**config.mk**
```make
export PLATFORM = sky130hd
export DESIGN_NAME = ov7670_capture
export DESIGN_NICKNAME = d
export VERILOG_FILES = /design/src/rtl/ov7670_capture.sv
export SDC_FILE = /design/constraint.sdc
export NUM_CORES = 1
export LEC_CHECK = 0
export CORE_AREA = 2 2 66 130
export DETAILED_ROUTE_END_ITERATION = 12
export DIE_AREA = 0 0 68 132
export PLACE_DENSITY = 0.56
export SLEW_MARGIN = 10
export SYNTH_ARGS = -nofsm -noshare
export SYNTH_HDL_FRONTEND = slang
export SYNTH_SLANG_ARGS = --single-unit
```
**constraint.sdc**
```tcl
create_clock -name sclk -period 2.06 [get_ports sclk]
set_input_delay 0.206 -clock sclk [delete_from_list [all_inputs] [get_ports sclk]]
set_output_delay 0.206 -clock sclk [all_outputs]
set_load 0.05 [all_outputs]
```
**src/rtl/ov7670_capture.sv**
```systemverilog
// OV7670 DVP capture: syncs vsync/href/din, pairs RGB565 bytes into pixels, tracks x/y.
// Optional macro SKIP_FRAMES_EN discards the first SKIP_FRAMES frames after reset.
module ov7670_capture #(
  parameter int H_ACTIVE    = 640,
  parameter int V_ACTIVE    = 480,
  parameter int SKIP_FRAMES = 2
) (
  input  logic        sclk,
  input  logic        rst,
  input  logic        vsync,
  input  logic        href,
  input  logic [7:0]  din,
  output logic [15:0] pix_data,
  output logic        pix_valid,
  output logic [9:0]  x_cnt,
  output logic [8:0]  y_cnt,
  output logic        frame_start,
  output logic        frame_end,
  output logic        line_err
);

  typedef enum logic [1:0] {WAIT_SYNC, IDLE_BLANK, ACTIVE} state_t;

  localparam logic [9:0] H_LIM = 10'(H_ACTIVE);
  localparam logic [8:0] V_LIM = 9'(V_ACTIVE);

  state_t      state, state_nxt;
  logic        vs1, vs2, hr1, hr2;
  logic [7:0]  d1;
  logic        vs_rise, vs_fall, href_fall;
  logic        start_evt, end_evt, byte_evt, line_evt;
  logic        pix_evt, drop_evt;
  logic        phase;
  logic [7:0]  hi_byte;
  logic        pix_pend, pix_q, eol_pend;
  logic [9:0]  x_eff;
  logic        x_full, y_full;
  logic        suppress;

  always_ff @(posedge sclk or posedge rst) begin
    if (rst) begin
      vs1 <= 1'b0;
      vs2 <= 1'b0;
      hr1 <= 1'b0;
      hr2 <= 1'b0;
      d1  <= 8'h00;
    end else begin
      vs1 <= vsync;
      hr1 <= href;
      d1  <= din;
      vs2 <= vs1;
      hr2 <= hr1;
    end
  end

  assign vs_rise   = vs1 & ~vs2;
  assign vs_fall   = ~vs1 & vs2;
  assign href_fall = ~hr1 & hr2;

  always_ff @(posedge sclk or posedge rst) begin
    if (rst) state <= WAIT_SYNC;
    else     state <= state_nxt;
  end

  // A vsync rise in ACTIVE wins over any byte presented in the same cycle.
  always_comb begin
    state_nxt = state;
    start_evt = 1'b0;
    end_evt   = 1'b0;
    byte_evt  = 1'b0;
    line_evt  = 1'b0;
    case (state)
      WAIT_SYNC:  if (vs_rise) state_nxt = IDLE_BLANK;
      IDLE_BLANK: if (vs_fall) begin
        state_nxt = ACTIVE;
        start_evt = 1'b1;
      end
      ACTIVE: begin
        if (vs_rise) begin
          state_nxt = IDLE_BLANK;
          end_evt   = 1'b1;
        end else if (href_fall) begin
          line_evt = 1'b1;
        end else if (hr1) begin
          byte_evt = 1'b1;
        end
      end
      default: state_nxt = WAIT_SYNC;
    endcase
  end

  // x_cnt lags by the pixel still in the output stage, so count it as already taken.
  assign x_eff    = x_cnt + {9'd0, pix_q};
  assign x_full   = (x_eff >= H_LIM);
  assign y_full   = (y_cnt >= V_LIM);
  assign pix_evt  = byte_evt & phase & ~x_full & ~y_full;
  assign drop_evt = byte_evt & phase & (x_full | y_full);

`ifdef SKIP_FRAMES_EN
  localparam int SKW = $clog2(SKIP_FRAMES + 2);
  logic [SKW-1:0] skip_cnt;

  always_ff @(posedge sclk or posedge rst) begin
    if (rst)                      skip_cnt <= '0;
    else if (end_evt && suppress) skip_cnt <= skip_cnt + 1'b1;
  end

  assign suppress = (skip_cnt < SKW'(SKIP_FRAMES));
`else
  assign suppress = 1'b0;
`endif

  always_ff @(posedge sclk or posedge rst) begin
    if (rst) begin
      phase       <= 1'b0;
      hi_byte     <= 8'h00;
      pix_pend    <= 1'b0;
      pix_q       <= 1'b0;
      eol_pend    <= 1'b0;
      pix_data    <= 16'h0000;
      pix_valid   <= 1'b0;
      x_cnt       <= 10'd0;
      y_cnt       <= 9'd0;
      frame_start <= 1'b0;
      frame_end   <= 1'b0;
      line_err    <= 1'b0;
    end else begin
      pix_pend    <= 1'b0;
      pix_q       <= pix_pend;
      pix_valid   <= pix_pend & ~suppress;
      eol_pend    <= line_evt;
      frame_start <= start_evt & ~suppress;
      frame_end   <= end_evt & ~suppress;

      if (byte_evt) begin
        phase <= ~phase;
        if (!phase) hi_byte <= d1;
      end
      if (pix_evt) begin
        pix_data <= {hi_byte, d1};
        pix_pend <= 1'b1;
      end
      if (drop_evt) line_err <= 1'b1;
      if (line_evt) begin
        phase <= 1'b0;
        if (phase) line_err <= 1'b1;
      end
      if (end_evt) phase <= 1'b0;

      // Line-end bookkeeping waits one cycle so the last pixel shows its own x/y.
      if (start_evt) begin
        x_cnt <= 10'd0;
        y_cnt <= 9'd0;
      end else if (eol_pend) begin
        x_cnt <= 10'd0;
        if (y_cnt < V_LIM) y_cnt <= y_cnt + 9'd1;
      end else if (pix_q && (x_cnt < H_LIM)) begin
        x_cnt <= x_cnt + 10'd1;
      end
    end
  end

endmodule
```
Run 1, track usage over the die:
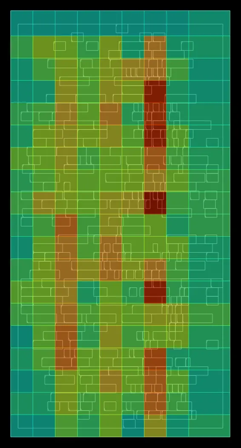
layer carrying the most global-route usage: met2
overall track demand over capacity in global routing: 13.6%

Run 1, wiring by layer:
(4 px per um) Only two layers are drawn.
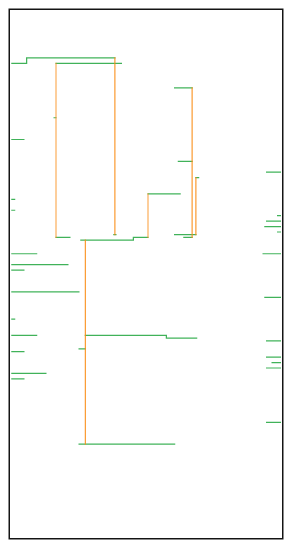
Orange stands for metal 4, wire length 201 um. Green stands for metal 3, wire length 245 um.

==> flow_metrics.rpt, run 1 <==
RUN METRICS
----------------------------------------------------
[Pwr]
  Max power group ........................ registers
  Proportion of power drawn by combinational gates ........................ 30.0%
  Switching share of total power ........................ 33.9%
  Peak supply drop ........................ 887 uV
  Power of the combinational group ........................ 1290 uW
  Clock Power Share ........................ 30.5%
  Reg power frac ........................ 39.6%
  Power density of the placed cells ........................ around 1200 nW/um2
  Pint ........................ 2840 uW

[Place]
  Worst-case setup slack after placement ........................ just over 0.08 ns
  Port Buffer Count ........................ 50

[Drt]
  Total iterations of the first detailed-routing run ........................ 4
  Initial DRC Count ........................ 80
  Post-Route WL ........................ around 5.4 mm
  Metal2 WL ........................ 2.91 mm
  Uppermost routed layer ........................ met4
  Total length of routed met3 wires ........................ 244 um

[Layout]
  Layout overhead on the synthesized area ........................ 36.9%
  Final instance count without filler cells ........................ 373
  Combinational Area ........................ 1010 um2

[Worst setup path]
  Start point of the critical path ........................ x_cnt[0]
  Startpoint of the lowest-slack register-to-register path ........................ x_cnt[0]
  Worst setup path endpoint ........................ pix_data[4]
  Highest fanout seen on the critical path ........................ 8
  Cell family contributing the most delay on the critical path ........................ flip-flops

[Synth]
  Register bit total from synthesis ........................ 64
  Share of the yosys chip area belonging to registers ........................ approximately 60%
  Count of flip-flops with a built-in enable after synthesis ........................ 0
  Mean Syn Cell Area ........................ 12.8 um2
  Top area cell types ........................ sky130_fd_sc_hd__dfrtp_1 60%, sky130_fd_sc_hd__mux2_2 6.8%, sky130_fd_sc_hd__mux2_4 5.1%
  Netlist cell types ........................ 34
  Largest area contributor in the synthesized netlist ........................ sky130_fd_sc_hd__dfrtp_1

[Clocking]
  Clk pin slew, worst setup/hold paths ........................ 0.05 ns
  Clock Tree Root ........................ sky130_fd_sc_hd__clkbuf_16

[Global route]
  Met3 GRT Util ........................ 5.38%
  Met1 Usage GRT ........................ about 14%
  Maximum number of pins on one net before global-route repair ........................ ~65

[Job]
  Max-capacitance violation count ........................ 0

[Floorplanning]
  Width of the chip ........................ 68 um
  Ports placed on the boundary ........................ about 51
  Die area ........................ 8980 um2

[Timing]
  Post-route clock skew ........................ roughly 0.0049 ns

[Outcome]
  Outcome ........................ finished clean

----------------------------------------------------
Run 1, signal wires on met4:
(4 px per um) Supply wires on this layer in gray.
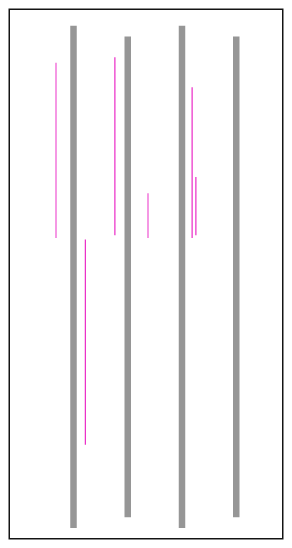
The wires run mostly vertical. 4 nets have wire on it. The longest straight run is 51.0 um. The layer carries 201 um of wire.

Run 1, M1 wires:
(6 px per um) Supply wires on this layer in gray. Cells faint in the background.
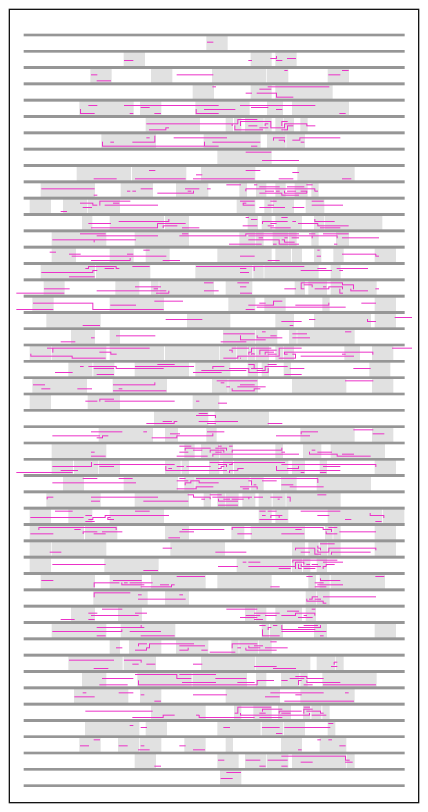
The longest straight run is 20.2 um. The layer holds 38% of the routed length. 244 nets have wire on it. The layer carries 2080 um of wire.

[run 1: registers in the layout, summed over array words and instances, names as in the netlist]
signal / cells
frame_start: 1
pix_pend: 1
x_cnt: 10
state: 2
hr1: 1
vs2: 1
vs1: 1
pix_q: 1
y_cnt: 9
hr2: 1
hi_byte: 8
phase: 1
pix_data: 16
eol_pend: 1
frame_end: 1
d1: 8
line_err: 1
[run 1: through the flow]
stage               utilization, %  total power [uW]
finish                        45.7              4300
global route                  45.7              4520
CTS                           45.3              4370
detailed placement            42.1              3020
global placement              42.1              3010
floorplan                        -              2560
[run 1: area by class of cell]
type                       count  share of cell area, %
clock inverter                 5                  0.689
sequential                    64                   44.4
multi-input combinational    131                   27.7
tap                           96                   3.31
timing repair buffer          59                   16.8
inverter                       8                  0.827
clock buffer                  10                   6.30
Run 1, register map, names as in the netlist:
(4 px per um) Other sequential cells in the stronger gray, the rest of the logic in the fainter gray.
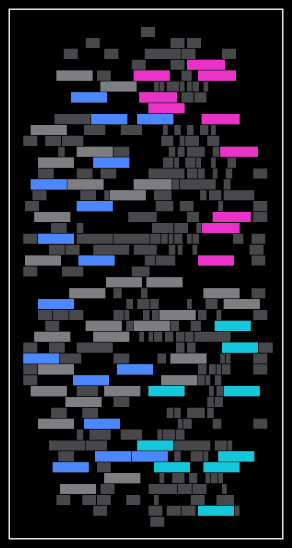

--- run 2 (diff from run 1) ---
CORE_AREA = 2 2 57 113   (was 2 2 66 130)
DIE_AREA = 0 0 59 115   (was 0 0 68 132)
PLACE_DENSITY = 0.72   (was 0.56)
Run 2, register map, names as in the netlist:
(6 px per um) Other sequential cells in the stronger gray, the rest of the logic in the fainter gray.
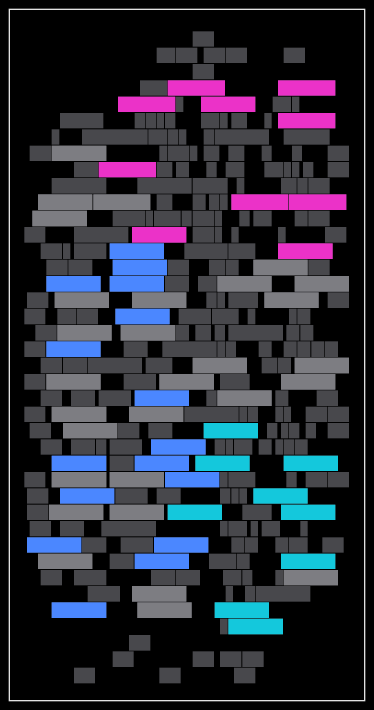
Magenta stands for x_cnt, sequential cells 10. Cyan stands for y_cnt, sequential cells 9. Blue stands for pix_data, sequential cells 16.
Another 29 sequential cells are not colored.

==> run 2 against run 1 <==
Against the previous run: cell count down 8.8%; fmax fell by 0.25%; worst hold slack about the same; non-clock buffer count is 1 lower; first-iteration DRC count shrank 26%; final area hardly changed; global-route usage up 3.7 points; combinational power about the same; worst setup slack lost 0.0050 ns.
==> flow_metrics.rpt, run 2 <==
RUN METRICS
----------------------------------------------------
[Layout]
  Reg with most FFs ........................ pix_data
  Number of flip-flops under the largest register name ........................ 16
  Regs by FF count ........................ pix_data: 16 flops, x_cnt: 10 flops, y_cnt: 9 flops
  Share of cell area taken by flip-flops and latches ........................ 44.4%

[Synth]
  Share of the yosys chip area belonging to registers ........................ approximately three fifths
  Netlist cell types ........................ 34
  Largest area contributor in the synthesized netlist ........................ sky130_fd_sc_hd__dfrtp_1

[Global route]
  Maximum number of pins on one net before global-route repair ........................ 65
  Layer carrying the most global-route usage ........................ met2

[Place]
  Port Buffer Count ........................ about 50

[Drt]
  Metal2 WL ........................ roughly 2.7 mm
  Total iterations of the first detailed-routing run ........................ 4
  Post-Route WL ........................ 5.21 mm

[Floorplanning]
  Ports placed on the boundary ........................ 51

[Timing]
  Post-route clock skew ........................ 0.00433 ns

[Clocking]
  Clk pin slew, worst setup/hold paths ........................ 0.05 ns

[Worst setup path]
  Cell family contributing the most delay on the critical path ........................ multiplexers
  Highest fanout seen on the critical path ........................ 17

[Pwr]
  Proportion of power drawn by combinational gates ........................ 28.5%

[Job]
  Max-capacitance violation count ........................ 0

[Outcome]
  Outcome ........................ finished clean

----------------------------------------------------
run 2: cell types whose count changed in the layout (fill, tap and decap cells not counted):
cell	before	now
sky130_fd_sc_hd__clkbuf_8	0	3
sky130_fd_sc_hd__clkbuf_16	10	9
sky130_fd_sc_hd__clkinv_2	5	1
sky130_fd_sc_hd__mux2i_1	0	1
sky130_fd_sc_hd__clkbuf_1	1	0
sky130_fd_sc_hd__a211oi_2	0	1
sky130_fd_sc_hd__clkinv_4	0	1
sky130_fd_sc_hd__bufinv_16	0	1
sky130_fd_sc_hd__mux2i_2	1	0
sky130_fd_sc_hd__a211oi_1	1	0
sky130_fd_sc_hd__clkinvlp_4	0	1
run 2: timing repair:
action | CTS | global route
gates cloned | 0 | 0
gates resized | 1 | 0
buffers inserted | 0 | 1
setup endpoints to repair | 9 | 16
Power is estimated from default activity; no workload was simulated.
